===== config.mk =====
export PLATFORM = sky130hd
export DESIGN_NAME = mdu
export DESIGN_NICKNAME = d
export VERILOG_FILES = /design/src/rtl/mdu_pkg.sv /design/src/rtl/mdu.sv
export SDC_FILE = /design/constraint.sdc
export NUM_CORES = 1
export LEC_CHECK = 0
export CELL_PAD_IN_SITES_DETAIL_PLACEMENT = 1
export CELL_PAD_IN_SITES_GLOBAL_PLACEMENT = 2
export CORE_MARGIN = 2
export CORE_UTILIZATION = 31
export CTS_CLUSTER_SIZE = 8
export DETAILED_ROUTE_END_ITERATION = 6
export PLACE_DENSITY_LB_ADDON = 0.1
export RECOVER_POWER = 100
export SLEW_MARGIN = 0
export SYNTH_ARGS = -nofsm -noshare
export SYNTH_HDL_FRONTEND = slang
export SYNTH_SLANG_ARGS = --single-unit

===== constraint.sdc =====
create_clock -name clk -period 24.2 [get_ports clk]
set_clock_uncertainty 0.1 [all_clocks]
set_input_delay 4.84 -clock clk [delete_from_list [all_inputs] [get_ports clk]]
set_output_delay 4.84 -clock clk [all_outputs]
set_load 0.005 [all_outputs]

===== src/rtl/mdu_pkg.sv =====
// Shared CPU definitions: ALU and MDU operation codes and the MDU sequencer states.
package mdu_pkg;

  typedef enum logic [3:0] {
    ALU_ADD  = 4'd0,
    ALU_SUB  = 4'd1,
    ALU_AND  = 4'd2,
    ALU_OR   = 4'd3,
    ALU_XOR  = 4'd4,
    ALU_NOR  = 4'd5,
    ALU_SLT  = 4'd6,
    ALU_SLTU = 4'd7,
    ALU_SLL  = 4'd8,
    ALU_SRL  = 4'd9,
    ALU_SRA  = 4'd10,
    ALU_LUI  = 4'd11
  } alu_op_e;

  typedef enum logic [2:0] {
    MDU_MULT  = 3'd0,
    MDU_MULTU = 3'd1,
    MDU_DIV   = 3'd2,
    MDU_DIVU  = 3'd3,
    MDU_MTHI  = 3'd4,
    MDU_MTLO  = 3'd5
  } mdu_op_e;

  typedef enum logic {
    MDU_IDLE = 1'b0,
    MDU_RUN  = 1'b1
  } mdu_state_e;

endpackage


===== src/rtl/mdu.sv =====
// Iterative multiply/divide unit with HI/LO registers: one shift-add or
// restoring shift-subtract step per cycle on magnitudes, sign fixed at the end.
module mdu
  import mdu_pkg::*;
#(
  parameter int N = 32
) (
  input  logic         clk,
  input  logic         rst_n,
  input  logic         start,
  input  logic [2:0]   op,
  input  logic [N-1:0] x,
  input  logic [N-1:0] y,
  output logic         busy,
  output logic         done,
  output logic         div_by_zero,
  output logic [N-1:0] hi,
  output logic [N-1:0] lo
);

  localparam int CW = $clog2(N) + 1;

  mdu_state_e       state_reg, state_next;
  logic [CW-1:0]    count_reg;
  logic [2*N-1:0]   acc_reg, acc_step;
  logic [N-1:0]     opb_reg, hi_reg, lo_reg;
  logic             is_div_reg, neg_q_reg, neg_r_reg, done_reg, dz_reg;

  logic             accept, is_mul, is_dv, signed_op, x_neg, y_neg, y_zero, run_go, last_step;
  logic [N-1:0]     xm, ym;
  logic [N:0]       add_a, add_b, sum;
  logic             sub, fits;
  logic [N-1:0]     rem_n;
  logic [2*N-1:0]   prod_fix;
  logic [N-1:0]     q_fix, r_fix;

  assign accept    = start && (state_reg == MDU_IDLE);
  assign is_mul    = (op == MDU_MULT) || (op == MDU_MULTU);
  assign is_dv     = (op == MDU_DIV)  || (op == MDU_DIVU);
  assign signed_op = (op == MDU_MULT) || (op == MDU_DIV);
  assign x_neg     = signed_op && x[N-1];
  assign y_neg     = signed_op && y[N-1];
  assign xm        = x_neg ? -x : x;
  assign ym        = y_neg ? -y : y;
  assign y_zero    = (y == '0);
  assign run_go    = accept && (is_mul || (is_dv && !y_zero));
  assign last_step = (state_reg == MDU_RUN) && (count_reg == CW'(1));

  // Shared N+1-bit adder: accumulate multiplicand, or trial-subtract divisor.
  always_comb begin
    sub   = is_div_reg;
    add_a = is_div_reg ? acc_reg[2*N-1:N-1] : {1'b0, acc_reg[2*N-1:N]};
    add_b = (is_div_reg || acc_reg[0]) ? {1'b0, opb_reg} : '0;
    sum   = add_a + (sub ? ~add_b : add_b) + (N+1)'(sub);
    fits  = !sum[N];
    rem_n = fits ? sum[N-1:0] : add_a[N-1:0];
    if (is_div_reg)
      acc_step = {rem_n, acc_reg[N-2:0], fits};
    else
      acc_step = {sum, acc_reg[N-1:1]};
    prod_fix = neg_q_reg ? -acc_step : acc_step;
    q_fix    = neg_q_reg ? -acc_step[N-1:0] : acc_step[N-1:0];
    r_fix    = neg_r_reg ? -acc_step[2*N-1:N] : acc_step[2*N-1:N];
  end

  always_ff @(posedge clk or negedge rst_n) begin
    if (!rst_n) state_reg <= MDU_IDLE;
    else        state_reg <= state_next;
  end

  always_comb begin
    state_next = state_reg;
    case (state_reg)
      MDU_IDLE: if (run_go) state_next = MDU_RUN;
      MDU_RUN:  if (count_reg == CW'(1)) state_next = MDU_IDLE;
      default:  state_next = MDU_IDLE;
    endcase
  end

  always_ff @(posedge clk or negedge rst_n) begin
    if (!rst_n) begin
      count_reg  <= '0;
      acc_reg    <= '0;
      opb_reg    <= '0;
      hi_reg     <= '0;
      lo_reg     <= '0;
      is_div_reg <= 1'b0;
      neg_q_reg  <= 1'b0;
      neg_r_reg  <= 1'b0;
      done_reg   <= 1'b0;
      dz_reg     <= 1'b0;
    end else begin
      done_reg <= 1'b0;
      dz_reg   <= 1'b0;
      if (run_go) begin
        count_reg  <= CW'(N);
        is_div_reg <= is_dv;
        neg_q_reg  <= x_neg ^ y_neg;
        neg_r_reg  <= x_neg;
        opb_reg    <= is_dv ? ym : xm;
        acc_reg    <= {{N{1'b0}}, (is_dv ? xm : ym)};
      end else if (accept) begin
        // Non-iterating requests finish in the cycle after accept.
        if (op == MDU_MTHI) begin
          hi_reg   <= x;
          done_reg <= 1'b1;
        end else if (op == MDU_MTLO) begin
          lo_reg   <= x;
          done_reg <= 1'b1;
        end else if (is_dv) begin
          done_reg <= 1'b1;
          dz_reg   <= 1'b1;
        end
      end else if (state_reg == MDU_RUN) begin
        acc_reg   <= acc_step;
        count_reg <= count_reg - CW'(1);
        if (last_step) begin
          done_reg <= 1'b1;
          if (is_div_reg) begin
            hi_reg <= r_fix;
            lo_reg <= q_fix;
          end else begin
            hi_reg <= prod_fix[2*N-1:N];
            lo_reg <= prod_fix[N-1:0];
          end
        end
      end
    end
  end

  assign busy        = (state_reg == MDU_RUN);
  assign done        = done_reg;
  assign div_by_zero = dz_reg;
  assign hi          = hi_reg;
  assign lo          = lo_reg;

endmodule


Figure 1. Sequential cells grouped by signal name.
Drawn at 2 px/µm. Other sequential cells in the stronger grey, the rest of the logic in the fainter grey.
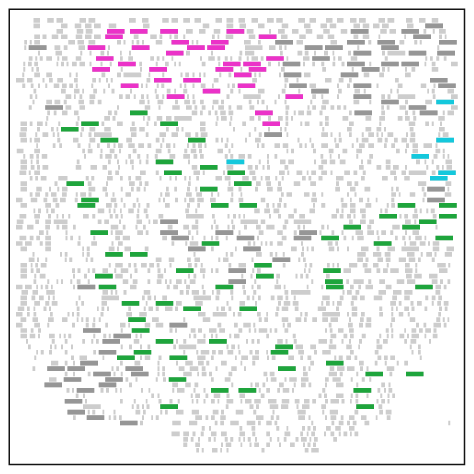
- acc_reg: green (placed flops 64)
- lo: magenta (placed flops 32)
- count_reg: cyan (placed flops 6)
- not coloured: 70
Flop+latch power: 0.292 mW
sequential share of cell area: 24.42%
Final Util: 36.00%
Seq. cell area: 0.004304 mm²

==> flow_metrics.tcl <==
# yosys + openroad results
set metrics [dict create \
    die_w_um 226.9 \
    critPathMostFrequentCell "o21ai_0" \
    critPathTopFamily "AND-OR/OR-AND gates" \
    ys_seq_share_pct 27.94 \
    grt_usage_pct 27.77 \
    crit_required_ns 24.45 \
    violations "max-capacitance violations, max-slew violations" \
    place_area_mm2 0.01724 \
    final_cells 2773 \
    setup_slack_ns 8.694 \
    dieArea_mm2 0.05148 \
    drt_iter0_drc 1126 \
    peakVddDrop_mv 0.05951 \
    outcome "finished with violations" \
    avgSynthCellArea_um2 7.491 \
    warnings 27 \
    criticalPathCategory "reg2reg" \
    area_growth_syn_to_layout_pct 14.41 \
    avgViaCountPerCell 5.759 \
    nNonClkInverters 30 \
    period_needed_ns 15.51 \
    power.total_mw 0.6490 \
    slowest_stage "clkbuf_1" \
    yosys.area_share.adder_pct 3.136 \
    cts_tree "built" \
    period_used_pct 64.07 \
    worstReg2RegEnd "hi[26]" \
    maxCapViolations 15 \
    drive_above_1_share_pct 6.164 \
    ys_area_mm2 0.01540 \
    drv_slew 636 \
    final_area_mm2 0.01762 \
    rsz0062_at_grt "no" \
    cts.clk_slew.worst_paths_ns 0.08 \
    routabilityCongestion 0.9019 \
    nets 2205 \
    synthArstFlopShare_pct 100.0 \
]
Figure 2. Layout detail.
Window x 158 to 183, y 158 to 183 µm. Cells in grey, sequential cells in the stronger grey; small squares are vias.
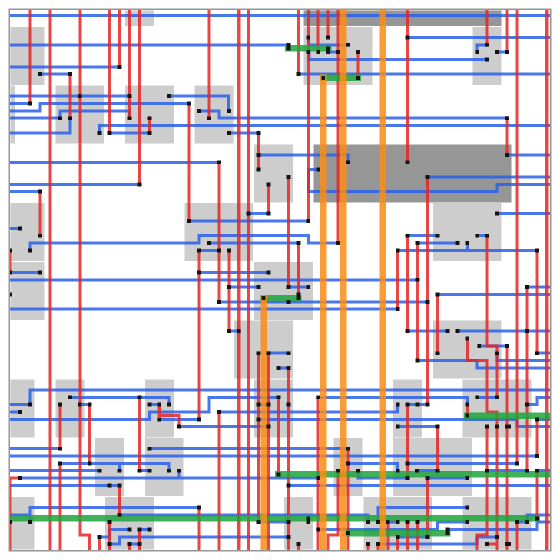
- metal 3: green
- metal 1: blue
- metal 4: orange
- metal 2: red
- most frequent: nor2_1 (5), o41ai_1 (3), or3_1 (3)
- netlist names of flops here include: hi (1)
- cells with their middle in the window: 27
- sequential cells in the window: 1

==> kinds of logic after synthesis <==
family	after synthesis
AND-OR/OR-AND	620
XOR/XNOR	140
adder cells (fa/ha/maj)	38
buffers and inverters	169
flip-flops	172
multiplexers	96
AND/OR/NAND/NOR	821
==> worst min-delay path by stage <==
stage,startpoint,cells past startpoint,slack (ns),end
after CTS,hi[13],1,0.39,hi[13]
after floorplan,opb_reg[31],2,0.36,opb_reg[31]
after global routing,hi[3],2,0.41,hi[3]
final,hi[13],1,0.38,hi[13]
after detailed placement,hi[13],1,0.37,hi[13]
after global placement,hi[13],1,0.37,hi[13]
==> Yosys cell counts (24+ instances only) <==
cell / n / area share [%]
nand2_1: 350 / 8.5
nor2_1: 210 / 5.1
o21ai_0: 189 / 6.1
dfrtp_1: 172 / 28
a21oi_1: 150 / 4.9
clkbuf_1: 84 / 2.0
xnor2_1: 75 / 4.3
xor2_1: 63 / 3.6
mux2_2: 54 / 3.9
nor3_1: 54 / 1.8
a31oi_1: 48 / 1.9
mux2i_1: 41 / 2.7
ha_1: 37 / 3.0
nand3_1: 36 / 1.2
buf_2: 29 / 0.94
inv_1: 27 / 0.66
and3_1: 24 / 0.97
==> where the power goes <==
group | internal (mW) | switching [mW]
Sequential | 0.290 | 0.00197
Combinational | 0.0261 | 0.0484
Clock | 0.136 | 0.147
==> metal layers <==
layer | vias up | routed length [µm] | GRT usage, %
met1 | 8020 | 32310 | 36.95
met5 | - | 0 | 0
met2 | 364 | 33260 | 45.22
li1 | 7500 | - | -
met3 | 85 | 3093 | 3.654
met4 | 0 | 2710 | 11.65
Power and IR drop assume default switching activity.
